<file path="src/rtl/sync_mem_arbiter_pkg.sv">
// Shared types and default sizes for the two-port sync memory arbiter.
// Holds requester index width, default geometry and tracking struct.
package sync_mem_arbiter_pkg;

  localparam int IDX_W      = 1;
  localparam int AWIDTH_DEF = 10;
  localparam int DWIDTH_DEF = 32;
  localparam int DEPTH_DEF  = 1 << AWIDTH_DEF;

  typedef logic [IDX_W-1:0] idx_t;

  typedef struct packed {
    logic pending;
    idx_t tag;
  } rsp_trk_t;

endpackage

</file>
<file path="src/rtl/sync_mem_arbiter_if.sv">
// Bundle of both requester handshakes and the memory-side port.
// slave: arbiter view; master: requesters plus memory view.
interface sync_mem_arbiter_if
  import sync_mem_arbiter_pkg::*;
#(
  parameter int AWIDTH = AWIDTH_DEF,
  parameter int DWIDTH = DWIDTH_DEF
) ();

  logic              req0_valid;
  logic              req0_ready;
  logic              req0_we;
  logic [AWIDTH-1:0] req0_addr;
  logic [DWIDTH-1:0] req0_wdata;
  logic              resp0_valid;
  logic [DWIDTH-1:0] resp0_data;

  logic              req1_valid;
  logic              req1_ready;
  logic              req1_we;
  logic [AWIDTH-1:0] req1_addr;
  logic [DWIDTH-1:0] req1_wdata;
  logic              resp1_valid;
  logic [DWIDTH-1:0] resp1_data;

  logic              mem_en;
  logic              mem_we;
  logic [AWIDTH-1:0] mem_addr;
  logic [DWIDTH-1:0] mem_din;
  logic [DWIDTH-1:0] mem_dout;

  modport slave (
    input  req0_valid, req0_we,
    input  req0_addr, req0_wdata,
    input  req1_valid, req1_we,
    input  req1_addr, req1_wdata,
    input  mem_dout,
    output req0_ready, req1_ready,
    output resp0_valid, resp0_data,
    output resp1_valid, resp1_data,
    output mem_en, mem_we,
    output mem_addr, mem_din
  );

  modport master (
    output req0_valid, req0_we,
    output req0_addr, req0_wdata,
    output req1_valid, req1_we,
    output req1_addr, req1_wdata,
    output mem_dout,
    input  req0_ready, req1_ready,
    input  resp0_valid, resp0_data,
    input  resp1_valid, resp1_data,
    input  mem_en, mem_we,
    input  mem_addr, mem_din
  );

endinterface

</file>
<file path="src/rtl/sync_mem_arbiter_rr_arb2.sv">
// Two-input round-robin grant; last_grant remembers the previous winner.
// Ports: clk, reset_n, valid[1:0] in; one-hot gnt and gnt_idx out.
module rr_arb2
  import sync_mem_arbiter_pkg::*;
(
  input  logic       clk,
  input  logic       reset_n,
  input  logic [1:0] valid,
  output logic [1:0] gnt,
  output idx_t       gnt_idx
);

  idx_t last_grant;
  logic both;
  logic only0;
  logic only1;

  assign both  = valid[0] & valid[1];
  assign only0 = valid[0] & ~valid[1];
  assign only1 = valid[1] & ~valid[0];

  always_comb begin
    gnt = 2'b00;
    unique case (1'b1)
      both:    gnt = last_grant[0] ? 2'b01 : 2'b10;
      only0:   gnt = 2'b01;
      only1:   gnt = 2'b10;
      default: gnt = 2'b00;
    endcase
  end

  assign gnt_idx = idx_t'(gnt[1]);

  // Reset to 1 so requester 0 wins the first tie.
  always_ff @(posedge clk or negedge reset_n) begin
    if (!reset_n) begin
      last_grant <= idx_t'(1);
    end else if (|gnt) begin
      last_grant <= gnt_idx;
    end
  end

endmodule

</file>
<file path="src/rtl/sync_mem_arbiter.sv">
// Arbitrates two requesters onto one sync-read memory port.
// Ports: clk, reset_n, bus (slave: requests, responses, memory side).
module sync_mem_arbiter
  import sync_mem_arbiter_pkg::*;
#(
  parameter int AWIDTH = AWIDTH_DEF,
  parameter int DWIDTH = DWIDTH_DEF,
  parameter int DEPTH  = DEPTH_DEF
) (
  input  logic                clk,
  input  logic                reset_n,
  sync_mem_arbiter_if.slave   bus
);

  logic [1:0]               valid;
  logic [1:0]               gnt;
  idx_t                     gnt_idx;
  logic                     sel_we;
  logic [$clog2(DEPTH)-1:0] sel_addr;
  logic [DWIDTH-1:0]        sel_wdata;
  logic                     acc;
  logic                     acc_rd;
  rsp_trk_t                 trk;

  assign valid = {bus.req1_valid, bus.req0_valid};

  rr_arb2 u_arb (
    .clk     (clk),
    .reset_n (reset_n),
    .valid   (valid),
    .gnt     (gnt),
    .gnt_idx (gnt_idx)
  );

  assign bus.req0_ready = gnt[0];
  assign bus.req1_ready = gnt[1];

  always_comb begin
    sel_we    = bus.req0_we;
    sel_addr  = bus.req0_addr;
    sel_wdata = bus.req0_wdata;
    if (gnt_idx[0]) begin
      sel_we    = bus.req1_we;
      sel_addr  = bus.req1_addr;
      sel_wdata = bus.req1_wdata;
    end
  end

  assign acc    = |gnt;
  assign acc_rd = acc & ~sel_we;

  assign bus.mem_en   = acc;
  assign bus.mem_we   = acc & sel_we;
  assign bus.mem_addr = sel_addr;
  assign bus.mem_din  = sel_wdata;

  // Read data arrives one cycle after the access; the tag
  // steers it back to whoever issued the read.
  always_ff @(posedge clk or negedge reset_n) begin
    if (!reset_n) begin
      trk <= '0;
    end else begin
      trk.pending <= acc_rd;
      trk.tag     <= gnt_idx;
    end
  end

  assign bus.resp0_valid = trk.pending & ~trk.tag[0];
  assign bus.resp1_valid = trk.pending & trk.tag[0];
  assign bus.resp0_data  = bus.mem_dout;
  assign bus.resp1_data  = bus.mem_dout;

endmodule
</file>
<file path="src/flat_wrapper.sv">
// flat-port wrapper written by rule: the top's interface ports become plain ports
module sync_mem_arbiter_flat import sync_mem_arbiter_pkg::*;
#(
  parameter int AWIDTH = AWIDTH_DEF,
  parameter int DWIDTH = DWIDTH_DEF,
  parameter int DEPTH  = DEPTH_DEF
)
  (clk, reset_n, bus_req0_valid, bus_req0_we, bus_req0_addr, bus_req0_wdata, bus_req1_valid, bus_req1_we, bus_req1_addr, bus_req1_wdata, bus_mem_dout, bus_req0_ready, bus_req1_ready, bus_resp0_valid, bus_resp0_data, bus_resp1_valid, bus_resp1_data, bus_mem_en, bus_mem_we, bus_mem_addr, bus_mem_din);
  sync_mem_arbiter_if #(.AWIDTH(AWIDTH), .DWIDTH(DWIDTH)) bus_i ();
  input  logic clk;
  input  logic reset_n;
  input wire logic [$bits(bus_i.req0_valid)-1:0] bus_req0_valid;
  input wire logic [$bits(bus_i.req0_we)-1:0] bus_req0_we;
  input wire logic [$bits(bus_i.req0_addr)-1:0] bus_req0_addr;
  input wire logic [$bits(bus_i.req0_wdata)-1:0] bus_req0_wdata;
  input wire logic [$bits(bus_i.req1_valid)-1:0] bus_req1_valid;
  input wire logic [$bits(bus_i.req1_we)-1:0] bus_req1_we;
  input wire logic [$bits(bus_i.req1_addr)-1:0] bus_req1_addr;
  input wire logic [$bits(bus_i.req1_wdata)-1:0] bus_req1_wdata;
  input wire logic [$bits(bus_i.mem_dout)-1:0] bus_mem_dout;
  output wire logic [$bits(bus_i.req0_ready)-1:0] bus_req0_ready;
  output wire logic [$bits(bus_i.req1_ready)-1:0] bus_req1_ready;
  output wire logic [$bits(bus_i.resp0_valid)-1:0] bus_resp0_valid;
  output wire logic [$bits(bus_i.resp0_data)-1:0] bus_resp0_data;
  output wire logic [$bits(bus_i.resp1_valid)-1:0] bus_resp1_valid;
  output wire logic [$bits(bus_i.resp1_data)-1:0] bus_resp1_data;
  output wire logic [$bits(bus_i.mem_en)-1:0] bus_mem_en;
  output wire logic [$bits(bus_i.mem_we)-1:0] bus_mem_we;
  output wire logic [$bits(bus_i.mem_addr)-1:0] bus_mem_addr;
  output wire logic [$bits(bus_i.mem_din)-1:0] bus_mem_din;
  assign bus_i.req0_valid = bus_req0_valid;
  assign bus_i.req0_we = bus_req0_we;
  assign bus_i.req0_addr = bus_req0_addr;
  assign bus_i.req0_wdata = bus_req0_wdata;
  assign bus_i.req1_valid = bus_req1_valid;
  assign bus_i.req1_we = bus_req1_we;
  assign bus_i.req1_addr = bus_req1_addr;
  assign bus_i.req1_wdata = bus_req1_wdata;
  assign bus_i.mem_dout = bus_mem_dout;
  assign bus_req0_ready = bus_i.req0_ready;
  assign bus_req1_ready = bus_i.req1_ready;
  assign bus_resp0_valid = bus_i.resp0_valid;
  assign bus_resp0_data = bus_i.resp0_data;
  assign bus_resp1_valid = bus_i.resp1_valid;
  assign bus_resp1_data = bus_i.resp1_data;
  assign bus_mem_en = bus_i.mem_en;
  assign bus_mem_we = bus_i.mem_we;
  assign bus_mem_addr = bus_i.mem_addr;
  assign bus_mem_din = bus_i.mem_din;
  sync_mem_arbiter #(.AWIDTH(AWIDTH), .DWIDTH(DWIDTH), .DEPTH(DEPTH)) u_core (.clk(clk), .reset_n(reset_n), .bus(bus_i));
endmodule
</file>
<file path="config.mk">
export PLATFORM = sky130hd
export DESIGN_NAME = sync_mem_arbiter_flat
export DESIGN_NICKNAME = d
export VERILOG_FILES = /design/src/rtl/sync_mem_arbiter_pkg.sv /design/src/rtl/sync_mem_arbiter_if.sv /design/src/rtl/sync_mem_arbiter_rr_arb2.sv /design/src/rtl/sync_mem_arbiter.sv /design/src/flat_wrapper.sv
export SDC_FILE = /design/constraint.sdc
export NUM_CORES = 1
export LEC_CHECK = 0
export ABC_AREA = 1
export CORE_AREA = 2 2 91 93
export DETAILED_ROUTE_END_ITERATION = 6
export DIE_AREA = 0 0 93 95
export GPL_TIMING_DRIVEN = 0
export PLACE_DENSITY = 0.67
export SLEW_MARGIN = 10
export SYNTH_ARGS = -nofsm -noshare
export SYNTH_HDL_FRONTEND = slang
export SYNTH_HIERARCHICAL = 1
export SYNTH_SLANG_ARGS = --single-unit
</file>
<file path="constraint.sdc">
create_clock -name clk -period 1.3 [get_ports clk]
set_input_delay 0.195 -clock clk [delete_from_list [all_inputs] [get_ports clk]]
set_output_delay 0.195 -clock clk [all_outputs]
set_load 0.01 [all_outputs]
</file>
**The metal 1 layer**

Bar = 20 µm.
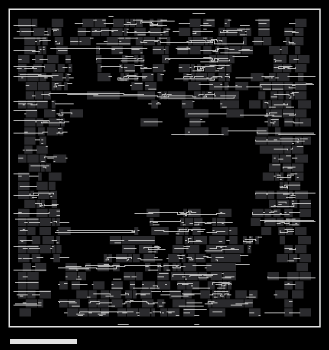
longest straight run: 29.0 µm
main direction: horizontal
wire length on this layer: 1970 µm
met1 track demand over resource in global routing: 0.1261
total wire length: 6285 µm
vias: 2145

**Met2 routing**

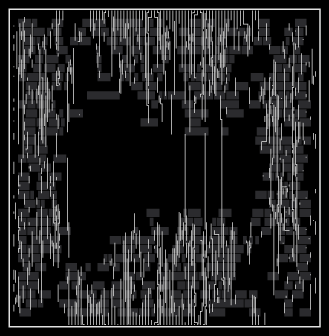
share of all routed wire: 56%
nets with wire on the layer: 489
longest straight run: 41.0 µm
main direction: vertical
wire length on this layer: 3530 µm
met2 routing resource usage after global routing: 0.2603

**Met3 routing**

Bar = 20 µm.
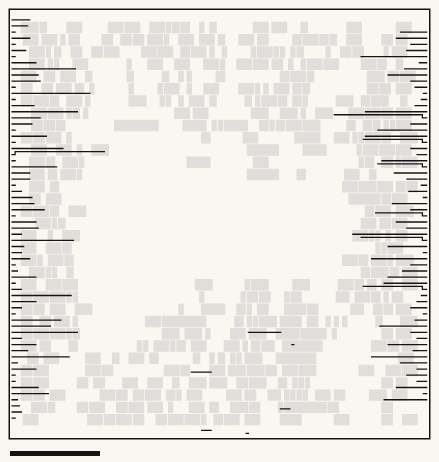
longest straight run: 19.8 µm
nets with wire on the layer: 130
share of all routed wire: 12%

==> summary.txt <==
The layout was made with Yosys and OpenROAD.

The number of warnings issued by yosys is 6. The final reports fail on setup timing. STA reports a reg2reg setup slack of -0.35 ns. The main area contributors are buf_4, nand2_1, nand2_2. The worst hold margin is 0.1581 ns.

Before antenna repair, the detailed router went through 3 iterations. The final tally of max-slew violations is 0. The via count of the first global-routing pass came to 2103. The power report attributes to the clock group a share of 0.139. The global-route usage over all layers is 0.1274.

The critical path startpoint category is a flip-flop. Counting endpoints that fail hold in the final report gives 0. The number of buffers added by the clock tree synthesis step is 3. The number of nets in the synthesized netlist is 352. The filler cell count is 786. The leakage component of the power was reported as 1.912 nW.

The area occupied by registers is 76.32 µm². The summed standard-cell area reported by yosys is 0.001271 mm². In this run the number of H-tree levels came out at 1. For this run the aggregate overflow at the end of global routing stands at 0. Synthesis produced a netlist whose cell count is 230. Per the run report, area growth between synthesis and finish was 198.1%.

The number of input and output port buffers inserted is 201. The critical path starts at u_core/u_arb/last_grant$_DFFE_PN1P_. The total length of routed met2 wires is 3529 µm. The overall die height is 95 µm. The total standard cell area after synthesis is 0.001271 mm².

The number of placement rows is 33. The first routing iteration left 12 violations. Per the OpenROAD power report, switching power amounts to 0.6695 mW. Setup repair after global routing could not meet its margin everywhere. The capture point of the critical path was reported as bus_mem_we. STA puts the critical path data required time at 1.11 ns.

The total setup violations reported at the end of the flow is 47. For this run, the script counts the antenna cells in the layout as 0. The maximum vdd drop is 275.6 µV. The final critical path time including I/O delays and setup is 1.732 ns. The fraction of layout instances using a drive strength above 1 is 0.4486. The final cell utilization of the core is 0.4781.

Entering global routing, the biggest net connects 11 pins. The highest clock rate is 577.3 MHz. The relative max-transition margin is 0.8557. The synthesized netlist was found by Yosys to have 230 cells. The longest clock path from root to sink contains 2 buffers.

The final timing report gives a worst setup slack of -0.4322 ns. Per the OpenROAD floorplan log, the area of the core is 0.007928 mm². The area share of the leading cell type in the synthesized netlist is 0.4016. The run finished, with violations left. The first global-routing pass estimated 9190 µm of wire. The floorplan core density is 0.1604. The length of routed met3 wiring is 732 µm.

The mean number of vias per cell is 3.817. The post-layout period usage of the worst path is 1.332. The multi-input logic area is 720.7 µm². The chip area is 0.008835 mm².

The routed wirelength on the met1 layer is recorded as 1972 µm. Each instance of the synthesized netlist takes up on average 5.527 µm². The worst setup path is of the flip-flop to output pin kind. The run reported a max-capacitance violation count of 0.

The cell-internal power is 1.306 mW. Per the skew report, the later register of the worst-skew pair sees a clock latency of 0.22 ns. The top layer reached by signal wires is met4. For the final database, setup skew stands at 0.0001703 ns.

Looking at the reg2reg group, the worst path ends at u_core/trk[1]$_DFF_PN0_. Looking at the critical path, the highest net fanout was 3. The post-synthesis sequential area ratio is 0.06004.

The type of destination of the critical path is an output pin. The switching power share of the total is 0.3389. The accumulated negative setup slack is -16.99 ns. Of the total power, registers draw 0.060. The number of warnings reported in the stage logs is 28. The kind of path behind the tightest hold check is input pin to async pin.

The initial antenna violation count is 0.
==> critical path, cell delays in order (launching register included) <==
cell and delay (ns):
dfstp_2 0.56, a21oi_4 0.07, buf_4 0.13, buf_4 0.13
buf_6 0.12, nor2_4 0.12, nor2_1 0.06, buf_2 0.13
==> synthesized netlist by cell type, drive strengths merged <==
cell,instances
a21oi,1
buf,74
dfrtp,2
dfstp,1
inv,9
nand2,139
nor2,4
==> routing by layer <==
metal,global-route usage,vias up
met5,0,-
met4,0.02941,0
met3,0.03512,6
met2,0.2603,135
met1,0.1261,934
li1,-,1070
==> worst min-delay path by stage <==
stage / from / to / slack (ns) / cells past startpoint
2_1_floorplan: reset_n / u_core/trk[0]$_DFF_PN0_ / -0.10 / 0
3_3_place_gp: reset_n / u_core/trk[0]$_DFF_PN0_ / 0.39 / 1
3_5_place_dp: reset_n / u_core/trk[1]$_DFF_PN0_ / 0.39 / 1
4_1_cts: reset_n / u_core/trk[1]$_DFF_PN0_ / 0.16 / 1
5_1_grt: reset_n / u_core/trk[0]$_DFF_PN0_ / 0.16 / 1
6_report: reset_n / u_core/trk[0]$_DFF_PN0_ / 0.16 / 1
==> metrics by stage <==
step | worst slack [ns] | cell area (µm²) | power [mW] | std cells
floorplan | 0.008827 | 1271 | 0.6810 | 230
global placement | -0.9686 | 3415 | 1.515 | 536
detailed placement | -0.9687 | 3415 | 1.526 | 536
CTS | -0.4276 | 3652 | 1.910 | 560
global route | -0.4925 | 3790 | 2.115 | 562
finish | -0.4322 | 3790 | 1.976 | 562
==> timing repair <==
| action | 4_1_cts | 5_1_grt |
|---|---|---|
| resized | 238 | 40 |
| setup endpoints to repair | 48 | 47 |
| hold buffers | 0 | 0 |
| pin swaps | 12 | 2 |
| buffers inserted | 16 | 4 |
| gates cloned | 5 | 0 |
==> power groups by stage <==
stage	combinational, mW	clock, mW	sequential [mW]
2_1_floorplan	0.565	0	0.116
3_3_place_gp	1.40	0	0.117
3_5_place_dp	1.41	0	0.118
5_1_grt	1.70	0.293	0.121
4_1_cts	1.51	0.278	0.117
6_report	1.58	0.275	0.119
==> sequential cells by signal (all words and copies together), names as in the netlist <==
signal / flops
u_core/u_arb/last_grant: 1
u_core/trk: 2
==> kinds of logic after synthesis <==
family | after synthesis | share of synthesized area
AND-OR/OR-AND | 1 | 0.003933
flip-flops | 3 | 0.06004
buffers and inverters | 83 | 0.4941
AND/OR/NAND/NOR | 143 | 0.4419
==> placed cells by master (no fill, tap or decap), drive strengths merged <==
master	n
clkdlybuf4s50	151
nand2	139
buf	138
inv	9
dlygate4sd2	4
clkbuf	4
nor2	4
clkdlybuf4s15	3
dfrtp	2
clkinv	1
a21oi	1
dfstp	1
==> cell type report <==
class,count,share of cell area
Inverter,9,0.01222
Timing Repair inverter,1,0.001651
Clock buffer,4,0.01189
Sequential cell,3,0.02014
Buffer,74,0.1638
Timing Repair Buffer,222,0.5655
Tap cell,105,0.03466
Multi-Input combinational cell,144,0.1902
Power figures rest on the tool's default switching activity, not on a simulated workload.
